### Metal layers overlaid

Scale bar: 20 um. Two of the layers only.
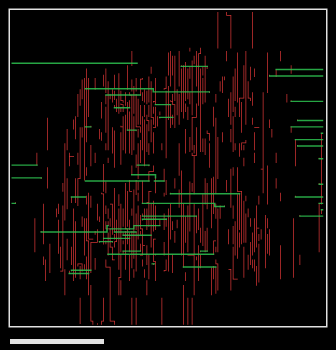
### Routing congestion

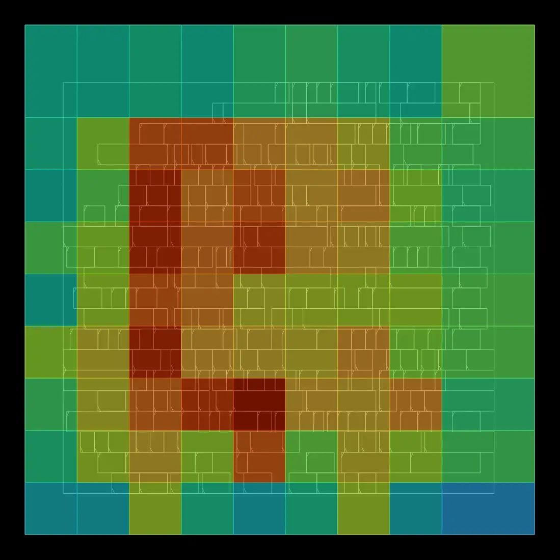
### Sequential cells coloured by netlist name

Scale bar: 20 um. Other sequential cells in the stronger grey, the rest of the logic in the fainter grey.
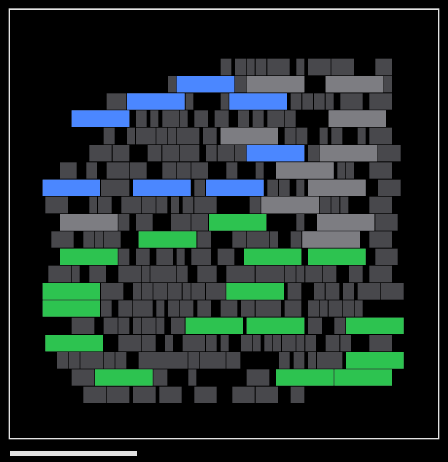
### Cell area per tile

7 x 7 tiles, from black (low) to pale yellow (high), 0 to 100% covered.
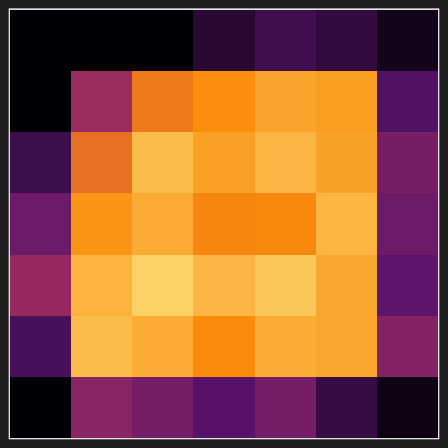
File: src/rtl/seq_run_reporter.sv
// seq_run_reporter: turns each contiguous high run of the detector output z
// into one event record {evt_len[, evt_ts]} on a single-entry valid/ready
// slot, and keeps a saturating completed-run counter plus a sticky overrun flag.
//
// Optional build macro: SEQ_EVT_TIMESTAMP_EN adds a free-running timestamp
// counter and the evt_ts output, stamped on the completion edge.
//
// state | meaning
// ------+------------------------------------------------------------
// IDLE  | z low, no run in progress, len = 0
// RUN   | z has been high since the last IDLE->RUN edge, len counts it
module seq_run_reporter #(
    parameter int LEN_W = 8,
    parameter int CNT_W = 16,
    parameter int TS_W  = 16
) (
    input  logic             clk,
    input  logic             reset,
    input  logic             z,
    input  logic             clr,
    output logic             evt_valid,
    input  logic             evt_ready,
    output logic [LEN_W-1:0] evt_len,
    output logic [CNT_W-1:0] run_count,
    output logic             overrun
`ifdef SEQ_EVT_TIMESTAMP_EN
    ,
    output logic [TS_W-1:0]  evt_ts
`endif
);

    typedef enum logic {
        IDLE = 1'b0,
        RUN  = 1'b1
    } state_t;

    localparam logic [LEN_W-1:0] LEN_MAX = '1;
    localparam logic [CNT_W-1:0] CNT_MAX = '1;

    state_t           state;
    state_t           state_next;
    logic [LEN_W-1:0] len;
    logic [LEN_W-1:0] len_next;
    logic             complete;
    logic             load;

    // Next-state and run-length logic; a completion is the z=0 sample in RUN.
    always_comb begin
        state_next = state;
        len_next   = len;
        complete   = 1'b0;
        case (state)
            IDLE: begin
                if (z) begin
                    state_next = RUN;
                    len_next   = LEN_W'(1);
                end
            end
            RUN: begin
                if (z) begin
                    if (len != LEN_MAX) begin
                        len_next = len + 1'b1;
                    end
                end else begin
                    state_next = IDLE;
                    len_next   = '0;
                    complete   = 1'b1;
                end
            end
            default: begin
                state_next = IDLE;
                len_next   = '0;
            end
        endcase
    end

    // A finished run fits if the slot is empty or is being drained this edge.
    assign load = complete && (!evt_valid || evt_ready);

    // FSM state and run-length register.
    always_ff @(posedge clk or posedge reset) begin
        if (reset) begin
            state <= IDLE;
            len   <= '0;
        end else if (clr) begin
            state <= IDLE;
            len   <= '0;
        end else begin
            state <= state_next;
            len   <= len_next;
        end
    end

    // Event slot, completed-run counter and sticky overrun flag.
    always_ff @(posedge clk or posedge reset) begin
        if (reset) begin
            evt_valid <= 1'b0;
            evt_len   <= '0;
            run_count <= '0;
            overrun   <= 1'b0;
        end else if (clr) begin
            evt_valid <= 1'b0;
            evt_len   <= '0;
            run_count <= '0;
            overrun   <= 1'b0;
        end else begin
            if (complete && (run_count != CNT_MAX)) begin
                run_count <= run_count + 1'b1;
            end
            if (load) begin
                evt_valid <= 1'b1;
                evt_len   <= len;
            end else if (evt_valid && evt_ready) begin
                evt_valid <= 1'b0;
            end
            if (complete && !load) begin
                overrun <= 1'b1;
            end
        end
    end

`ifdef SEQ_EVT_TIMESTAMP_EN
    logic [TS_W-1:0] ts_cnt;
    logic [TS_W-1:0] ts_next;

    // The stamp is the counter value as it stands after the completion edge.
    assign ts_next = ts_cnt + 1'b1;

    // Free-running wrapping timestamp and the stamped copy held in the slot.
    always_ff @(posedge clk or posedge reset) begin
        if (reset) begin
            ts_cnt <= '0;
            evt_ts <= '0;
        end else if (clr) begin
            ts_cnt <= '0;
            evt_ts <= '0;
        end else begin
            ts_cnt <= ts_next;
            if (load) begin
                evt_ts <= ts_next;
            end
        end
    end
`endif

endmodule

File: config.mk
export PLATFORM = sky130hd
export DESIGN_NAME = seq_run_reporter
export DESIGN_NICKNAME = d
export VERILOG_FILES = /design/src/rtl/seq_run_reporter.sv
export SDC_FILE = /design/constraint.sdc
export NUM_CORES = 1
export LEC_CHECK = 0
export CAP_MARGIN = 40
export CORE_MARGIN = 5
export CORE_UTILIZATION = 57
export DETAILED_ROUTE_END_ITERATION = 7
export PLACE_DENSITY = 0.88
export SLEW_MARGIN = 20
export SYNTH_ARGS = -nofsm -noshare
export SYNTH_HDL_FRONTEND = slang
export SYNTH_SLANG_ARGS = --single-unit
File: constraint.sdc
create_clock -name clk -period 3.2 [get_ports clk]
set_input_delay 0.64 -clock clk [delete_from_list [all_inputs] [get_ports clk]]
set_output_delay 0.64 -clock clk [all_outputs]
set_load 0.05 [all_outputs]
==> reports/metrics.cfg <==
[grt]
first_pass_grt_wire_length_um = 7527
grt_antenna_before_repair = 0
globalRoute.totalOverflow = 0
number_of_global_route_vias_before_repair = 1625
grt_max_degree = 36

[synthesis]
synth-edff-count = 0
synthArstFlopShare_pct = 100.0
total_number_of_yosys_warnings = 0
synthTopCellsByArea = sky130_fd_sc_hd__dfrtp_1, sky130_fd_sc_hd__a21oi_1, sky130_fd_sc_hd__nand2_1
yosys_cells = 208
fp_nets = 215
post-synth-top-area-cell = sky130_fd_sc_hd__dfrtp_1
synth_flop_count = 35
syn-instance-count = 208
syn-cell-area_um2 = 1882
synth_seq_share_pct = 46.54
netlist.area_leader.share_pct = 46.54
syn-mean-instance-area_um2 = 9.047

[cts]
insertion_delay_ns = 0.36
holdBufCountCts = 0
cts_sinks = 35
post_cts_resized = 0
cts_setup_buffers = 0
ctsRootBufferMaster = sky130_fd_sc_hd__clkbuf_4
cts_max_path_buffers = 2
cts.clk_slew.worst_paths_ns = 0.11
cts_tree = yes
cts_htree_levels = 2
numCtsBuffers = 5

[power_and_ir_drop]
p_int_mw = 0.5493
total_power_mw = 0.7532
p_leak_nw = 0.8672
power_switching_mw = 0.2040
power_density_nw_per_um2 = 329.3
fraction_of_power_spent_switching_nets_pct = 27.08
power.sequential.fraction_pct = 60.0
power.clock.fraction_pct = 32.6

[final_layout]
layout_filler_cell_count = 237
layout-drive-gt1-share_pct = 8.333
finish.instance_area_um2 = 2287
final_cell_mix = sky130_fd_sc_hd__dfrtp_1, sky130_fd_sc_hd__clkdlybuf4s50_1, sky130_fd_sc_hd__nand2_1, sky130_fd_sc_hd__a21oi_1, sky130_fd_sc_hd__nor2_1
layout_area_overhead_pct = 21.54
layout.nets = 246
final_cells = 284

[setup_path]
critPathSlowestCell = sky130_fd_sc_hd__clkdlybuf4s50_1
setup.worst_path.end_class = primary output
critical_path.max_fanout = 7
cell_chain_critical_path = clkdlybuf4s50_1
setup.worst_path.start_class = register
worstPathArrival_ns = 1.68
critical-path-top-delay-family = buffers and inverters
critical_path.max_stage_delay_ns = 0.85
cp_data_required_time_ns = 2.56
critical_path_buffer_and_inverter_count = 1
worst-setup-path-type = reg2out

[route]
postRouteWirelength_um = 4316
drt_iter0_markers = 143
dr.pass1.iters = 4
routed-via-count = 1773
drt-vias-per-instance = 6.243
drcViolationCount = 0
ant_nets = 0

[final_timing]
post-route-worst-setup-slack_ns = 0.8847
hold_viol_final = 0
setup_repair_after_global_routing_missed_its_margin = no
fin_hold_ws_ns = 0.5057
period_needed_ns = 2.315
clock-skew-final_ns = 0.005763
timing.final.max_slew_violations = 0
finalCritPeriodShare_pct = 72.35
finalSetupViolations = 0
maxSlewHeadroom_pct = 65.01

[floorplanning]
core.rowCount = 20
die_h_um = 67.46
num_io_pins = 31
die_outline_area_um2 = 4550

[flow_run]
drv_cap = 0
stage_log_warnings = 26

[place]
place_hpwl_um = 3066
portBuffers = 30
placed_cells = 276
worst_slack_placed_ns = 0.6264
post_dp_cell_area_um2 = 2233
gp_routability_congestion = 0.9411

[hold_path]
hold_path_class = reg2reg

[outcome]
result_of_the_run = finished clean

About 'Metal layers overlaid':
legend:
  red:
    layer: met2
    wire_length: 1940 um
  green:
    layer: met3
    wire_length: 320 um
all-layer global routing usage: 22.12%
average routed wire per standard cell: 15.20 um

About 'Routing congestion':
met2 Usage GRT: 31.90%
busiest grt layer: met2

About 'Sequential cells coloured by netlist name':
legend:
  green:
    name_in_the_netlist: run_count
    flops: 16
  blue:
    name_in_the_netlist: len
    flops: 8
sequential fraction of total cell area: 38.29%
register area: 875.8 um2
fraction of the core area covered by cells at the end of the flow: 73.71%
sequential power: 0.452 mW

About 'Cell area per tile':
densest ninth of the die: centre
fullest tile: 90%
tiles over 75% full: 39%
emptiest ninth of the die: north-west
mean over tiles: 49%
nearly empty tiles: 10%
area of the core: 3103 um2
Initial Utilization: 60.65%

==> kinds of logic after synthesis <==
family | after synthesis | synth area share, %
and+or+nand+nor | 101 | 29.39
AOI/OAI and AO/OA | 48 | 15.56
DFF | 35 | 46.54
buffers and inverters | 14 | 2.793
muxes | 7 | 3.923
adders and majority gates | 2 | 1.330
xor gates and xnor gates | 1 | 0.4655
==> synth_stat cells (2+ instances only) <==
cell type and instances:
sky130_fd_sc_hd__dfrtp_1 35, sky130_fd_sc_hd__a21oi_1 20, sky130_fd_sc_hd__nand2_1 20, sky130_fd_sc_hd__nor2_1 19
sky130_fd_sc_hd__nand3_1 14, sky130_fd_sc_hd__o21ai_0 11, sky130_fd_sc_hd__clkbuf_1 9, sky130_fd_sc_hd__nor3_1 8
sky130_fd_sc_hd__nand4_1 7, sky130_fd_sc_hd__or3_1 7, sky130_fd_sc_hd__nand2b_1 5, sky130_fd_sc_hd__nor2b_1 5
sky130_fd_sc_hd__mux2i_1 4, sky130_fd_sc_hd__a31oi_1 3, sky130_fd_sc_hd__inv_1 3, sky130_fd_sc_hd__mux2_2 3
sky130_fd_sc_hd__nor4_1 3, sky130_fd_sc_hd__a311oi_1 2, sky130_fd_sc_hd__and3_1 2, sky130_fd_sc_hd__and4b_1 2
sky130_fd_sc_hd__buf_1 2, sky130_fd_sc_hd__ha_1 2, sky130_fd_sc_hd__o2111ai_1 2, sky130_fd_sc_hd__o311a_1 2
sky130_fd_sc_hd__or4_1 2
==> sequential cells by signal, summed over array words and instances (netlist names) <==
register,count
overrun,1
state,1
run_count,16
len,8
evt_valid,1
evt_len,8
==> per-layer routing <==
metal  GRT usage (%)  wire length, um  vias up  part of all wire, %
met5               0                0        -                    0
met4           8.608               62        0                  1.4
met3           7.820              320        8                  7.4
met2           31.90             1937       75                   45
met1           30.35             1995      852                   46
li1                -                -      838                    -
==> final cells by class <==
type                    count  area, um2  area share (%)
clock buffers               6      41.29           1.805
clock inverters             2      12.51          0.5470
inverters                   3      11.26          0.4923
multi-input cells         159      953.4           41.68
flip-flops and latches     35      875.8           38.29
well taps                  44      55.05           2.407
repair buffers             35      337.8           14.77
==> power groups by stage <==
stage | combinational, mW | clock, mW | sequential [mW]
after floorplan | 0.0311 | 0 | 0.464
after global placement | 0.0544 | 0 | 0.461
after detailed placement | 0.0554 | 0 | 0.461
after CTS | 0.0558 | 0.243 | 0.452
after global routing | 0.0621 | 0.271 | 0.453
final | 0.0552 | 0.246 | 0.452
==> worst paths after layout <==
kind | start | endpoint | slack [ns] | cells after the start
worst max-delay path | run_count[10] | run_count[10] | 0.88 | 1
worst min-delay path | overrun | overrun | 0.51 | 2
worst max register to register | run_count[0] | run_count[4] | 1.06 | 5
worst min register to register | overrun | overrun | 0.51 | 2
max in group asynchronous | reset | run_count[14] | 2.22 | 3
min in group asynchronous | reset | evt_len[4] | 0.67 | 3
No activity file was given, so power comes from the tool's default toggle rates.
